`config.mk`:
```
export PLATFORM = sky130hd
export DESIGN_NAME = regfile_operand_seq
export DESIGN_NICKNAME = d
export VERILOG_FILES = /design/src/rtl/regfile_operand_seq.sv
export SDC_FILE = /design/constraint.sdc
export NUM_CORES = 1
export LEC_CHECK = 0
export CAP_MARGIN = 15
export CORE_MARGIN = 2
export CORE_UTILIZATION = 42
export DETAILED_ROUTE_END_ITERATION = 7
export GPL_TIMING_DRIVEN = 0
export MAX_ROUTING_LAYER = met4
export PLACE_DENSITY_LB_ADDON = 0.2
export SETUP_SLACK_MARGIN = 0.2
export SYNTH_ARGS = -nofsm -noshare
export SYNTH_HDL_FRONTEND = slang
export SYNTH_SLANG_ARGS = --single-unit
export TNS_END_PERCENT = 50
```
`constraint.sdc`:
```
create_clock -name Clk -period 1.82 [get_ports Clk]
set_clock_uncertainty 0.1 [all_clocks]
set_input_delay 0.364 -clock Clk [delete_from_list [all_inputs] [get_ports Clk]]
set_output_delay 0.364 -clock Clk [all_outputs]
set_load 0.02 [all_outputs]
```
`src/rtl/regfile_operand_seq.sv`:
```
// regfile_operand_seq: reads two operands from a single-port regfile, hands them to the ALU, writes the result back.
// Define SEQ_TIMEOUT_EN to add an EXEC watchdog that aborts with err after TIMEOUT cycles without res_valid.
module regfile_operand_seq #(
    parameter int A_WIDTH = 5,
    parameter int D_WIDTH = 32,
    parameter int TIMEOUT = 16
) (
    input  logic               Clk,
    input  logic               Rst,
    input  logic               start,
    input  logic [A_WIDTH-1:0] src_a,
    input  logic [A_WIDTH-1:0] src_b,
    input  logic [A_WIDTH-1:0] dst,
    output logic               busy,
    output logic [D_WIDTH-1:0] op_a,
    output logic [D_WIDTH-1:0] op_b,
    output logic               op_valid,
    input  logic               res_valid,
    input  logic [D_WIDTH-1:0] res_data,
    output logic               done,
    output logic               err,
    output logic               rf_en,
    output logic               rf_rw,
    output logic [A_WIDTH-1:0] rf_addr,
    output logic [D_WIDTH-1:0] rf_wdata,
    input  logic [D_WIDTH-1:0] rf_rdata
);
    typedef enum logic [2:0] {IDLE, RD_A, RD_B, CAP_B, EXEC, WB} state_t;
    state_t state, state_nxt;
    logic [A_WIDTH-1:0] src_b_q, dst_q, src_b_nxt, dst_nxt, rf_addr_nxt;
    logic [D_WIDTH-1:0] op_a_nxt, op_b_nxt, rf_wdata_nxt;
    logic op_valid_nxt, done_nxt, err_nxt, rf_en_nxt, rf_rw_nxt, timeout;

    assign busy = state != IDLE;

`ifdef SEQ_TIMEOUT_EN
    localparam int CW = $clog2(TIMEOUT + 1);
    logic [CW-1:0] cnt;
    // cnt holds the number of EXEC cycles already spent without a result
    assign timeout = state == EXEC && !res_valid && cnt == CW'(TIMEOUT - 1);
    always_ff @(posedge Clk)
        if (Rst || state != EXEC) cnt <= '0;
        else if (!res_valid) cnt <= cnt + 1'b1;
`else
    logic unused_timeout;
    assign unused_timeout = |TIMEOUT;
    assign timeout = 1'b0;
`endif

    always_ff @(posedge Clk) begin
        if (Rst) begin
            state    <= IDLE;
            src_b_q  <= '0;
            dst_q    <= '0;
            op_a     <= '0;
            op_b     <= '0;
            op_valid <= 1'b0;
            done     <= 1'b0;
            err      <= 1'b0;
            rf_en    <= 1'b0;
            rf_rw    <= 1'b0;
            rf_addr  <= '0;
            rf_wdata <= '0;
        end else begin
            state    <= state_nxt;
            src_b_q  <= src_b_nxt;
            dst_q    <= dst_nxt;
            op_a     <= op_a_nxt;
            op_b     <= op_b_nxt;
            op_valid <= op_valid_nxt;
            done     <= done_nxt;
            err      <= err_nxt;
            rf_en    <= rf_en_nxt;
            rf_rw    <= rf_rw_nxt;
            rf_addr  <= rf_addr_nxt;
            rf_wdata <= rf_wdata_nxt;
        end
    end

    always_comb begin
        state_nxt = state;
        case (state)
            IDLE:    state_nxt = start ? RD_A : IDLE;
            RD_A:    state_nxt = RD_B;
            RD_B:    state_nxt = CAP_B;
            CAP_B:   state_nxt = EXEC;
            EXEC:    state_nxt = res_valid ? WB : timeout ? IDLE : EXEC;
            default: state_nxt = IDLE;
        endcase
    end

    always_comb begin
        src_b_nxt    = src_b_q;
        dst_nxt      = dst_q;
        op_a_nxt     = op_a;
        op_b_nxt     = op_b;
        op_valid_nxt = op_valid;
        rf_en_nxt    = rf_en;
        rf_rw_nxt    = rf_rw;
        rf_addr_nxt  = rf_addr;
        rf_wdata_nxt = rf_wdata;
        done_nxt     = 1'b0;
        err_nxt      = 1'b0;
        case (state)
            IDLE: if (start) begin
                src_b_nxt   = src_b;
                dst_nxt     = dst;
                rf_en_nxt   = 1'b1;
                rf_rw_nxt   = 1'b0;
                rf_addr_nxt = src_a;
            end
            RD_A: rf_addr_nxt = src_b_q;
            RD_B: begin
                op_a_nxt  = rf_rdata;
                rf_en_nxt = 1'b0;
            end
            CAP_B: begin
                op_b_nxt     = rf_rdata;
                op_valid_nxt = 1'b1;
            end
            EXEC: if (res_valid) begin
                op_valid_nxt = 1'b0;
                rf_en_nxt    = 1'b1;
                rf_rw_nxt    = 1'b1;
                rf_addr_nxt  = dst_q;
                rf_wdata_nxt = res_data;
            end else if (timeout) begin
                op_valid_nxt = 1'b0;
                err_nxt      = 1'b1;
            end
            WB: begin
                rf_en_nxt    = 1'b0;
                rf_rw_nxt    = 1'b0;
                rf_wdata_nxt = '0;
                done_nxt     = 1'b1;
            end
            default: ;
        endcase
    end
endmodule

```
==> flow_summary.yaml <==
# yosys + openroad results
run_status:
  outcome: "finished with violations"
  violations: "negative setup slack"
timing:
  rsz0062_at_grt: "true"
  slew_violations: 0
  whs_ns: 0.301
  worst_slack_ns: -0.288
  worstMarginPinSlew_ns: 0.528
  maxSlewHeadroom_pct: 64.8
  setup_viol_count_final: 1
yosys:
  adder_share_pct: 0
  synth_area_per_cell_um2: 8.05
  synth-async-reset-ratio_pct: 0
  top_cell: "nand2_1"
  area_leaders: "dfxtp_1 (53%), nand2_1 (16%), a21oi_1 (12%), buf_2 (2.7%), o21ai_0 (2.6%)"
  ys_cells: 551
  synth_area_um2: 4440
  ys.flops: 118
  xor_share_pct: 0.197
  synth.distinct_cells: 34
  ys_sh_simple_pct: 22.2
  synthTopLogicFamily: "simple AND/OR/NAND/NOR gates"
  synth_cells: 551
  ys.flop_type: "dfxtp_1"
  synthAoiAreaFrac_pct: 19.0
  ys_warn_count: 0
  synthMuxAreaShare_pct: 0
  edf_count: 0
  top_cells_by_count: "nand2_1 (193), dfxtp_1 (118), a21oi_1 (110)"
grt:
  grt_max_degree: 17
  grt_overflow: 0
  grt_pass1_vias: 4490
hold_path:
  hold_class: "input port to flop"
  hp-start: "res_data[2]"
  hold_path_depth: 3
drt:
  drc: 0
  drt_iter0_drc: 233
  vias_per_cell: 5.06
  dr.pass1.iters: 5
finish:
  final-clk-cell-share_pct: 8.57
  final_nets: 849
  logic_area_um2: 1870
  antenna_cells: 0
  final_area_um2: 7160
  clockBufferCount: 19
  num-nonclk-buffers: 242
  bufAreaShareNonClock_pct: 29.8
  comb_cells: 385
  inverters: 2
  seq_cells: 118
  largest_registers: "op_a: 32 flops, op_b: 32 flops, rf_wdata: 32 flops"
  drive_gt1_share_pct: 25.7
worst_setup_path:
  cpPeakStageDelay_ns: 0.35
  critical_path.slowest_cell: "or3_4"
  worstSetupPathType: "flop to output port"
  reg2reg_from: "state[2]"
  r2r_cells: 6
  end_kind: "output port"
  crit_top_cell: "buf_6"
  rr_endpoint: "dst_q[3]"
  cp.arrival_ns: 1.64
  required_ns: 1.36
  crit_chain: "buf_6, buf_8, buf_6, or3_4, buf_6"
  cp-start-kind: "flop"
floorplan:
  fp_util_pct: 43.2
  die_y_um: 107
  tap_cells: 136
  chipArea_um2: 11400
clock_network:
  numCtsBuffers: 17
  ctsHoldBuffers: 0
  h-tree-depth: 4
  clk_latency_ns: 0.51
  clockBufferDepth: 2
flow_run:
  warnings: 28
  max_cap_viol_count: 0
placed_design:
  preCtsSetupSlack_ns: -0.362
  dp.cells: 875
  gp_congestion: 0.896
power:
  power_leakage_nw: 2.71
  p_total_w: 0.00731
  peakVddDrop_uv: 646
==> placed cells by master, fill, tap and decap left out, types with 3 or more instances in the layout <==
cell / n
clkbuf_1: 4
bufinv_16: 3
clkbuf_8: 3
o32ai_1: 5
nor3_1: 7
a21oi_1: 107
clkbuf_2: 21
clkinvlp_4: 5
clkinv_4: 3
clkdlybuf4s15_2: 59
buf_4: 14
nor2b_1: 6
clkbuf_4: 5
clkbuf_16: 16
nor2_1: 5
dfxtp_1: 116
buf_2: 42
nor3b_1: 5
a21oi_2: 3
a22o_1: 5
o21ai_0: 22
clkdlybuf4s50_1: 82
buf_6: 14
nand2_1: 193
o21bai_1: 6
==> worst max-delay path by stage <==
stage / startpoint / to / slack (ns)
2_1_floorplan: state[2] / busy / 0.22
4_1_cts: state[2] / busy / -0.33
5_1_grt: state[2] / busy / -0.34
6_report: state[2] / busy / -0.29
3_5_place_dp: Rst / op_a[19] / -0.36
3_3_place_gp: Rst / dst_q[2] / -0.32
==> power by group <==
| group | total, W | leakage, nW | switching [W] | internal [W] |
|---|---|---|---|---|
| logic | 0.00111 | 1.47 | 0.000591 | 0.000524 |
| registers | 0.00278 | 0.957 | 0.0000690 | 0.00271 |
| clock network | 0.00342 | 0.283 | 0.00124 | 0.00217 |
==> critical path, delay by kind of cell, from the launching register on <==
family	cells	cell delay, ns
buffers and inverters	4	0.47
flip-flops	1	0.32
AND/OR/NAND/NOR	1	0.35
==> metal layers <==
metal,global-route usage (%),wire length [um],up-vias
met3,6.87,1010,33
met5,-,0,-
met2,40.7,6860,188
li1,-,-,2263
met4,11.3,405,0
met1,29.3,5870,2143
==> what timing repair did <==
item / CTS / global route
setup endpoints to repair: 170 / 151
gates resized: 329 / 111
buffers inserted: 4 / 3
pin swaps: 22 / 4
gates cloned: 0 / 1
hold endpoints to repair: 0 / 0
m3.png
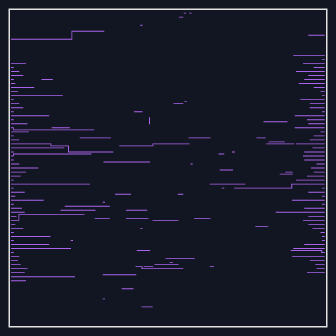
The layer carries 1,010 um of wire. The wires run mostly horizontal. 142 nets have wire on it. The longest straight run is 27.1 um.

ff_map.png
Other sequential cells in the stronger grey, the rest of the logic in the fainter grey.
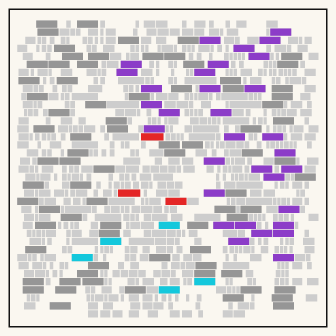
Key: src_b_q = cyan [sequential cells 5, where south]; state = red [sequential cells 3]; op_a = purple [sequential cells 32]
flop share of the area: 33.0%
sequential power: 0.00278 W
Seq. cell area: 2360 um2
Final Util: 69.6%

route_heat.png
21 x 21 tiles, from black (low) to pale yellow (high), scaled to the fullest tile. Values are wire area over tile area, all layers added.
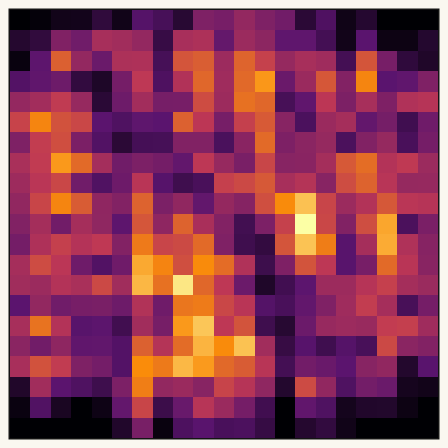
The fullest tile reaches 0.54. 4.1% of the tiles are nearly empty. The mean over all tiles is 0.20. 25% of the tiles are over half the peak.
routed wire length: 14,100 um
GRT Overall Usage: 25.2%
Routed wire per std cell: 15.5 um
via count: 4,627

placed.png
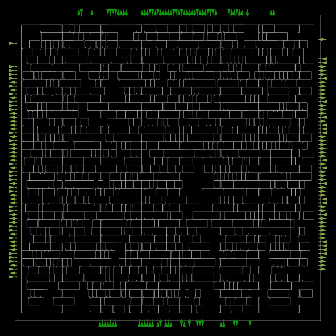
fillers: 822
core area: 10,300 um2
Row Count: 37

Power is estimated from default activity; no workload was simulated.
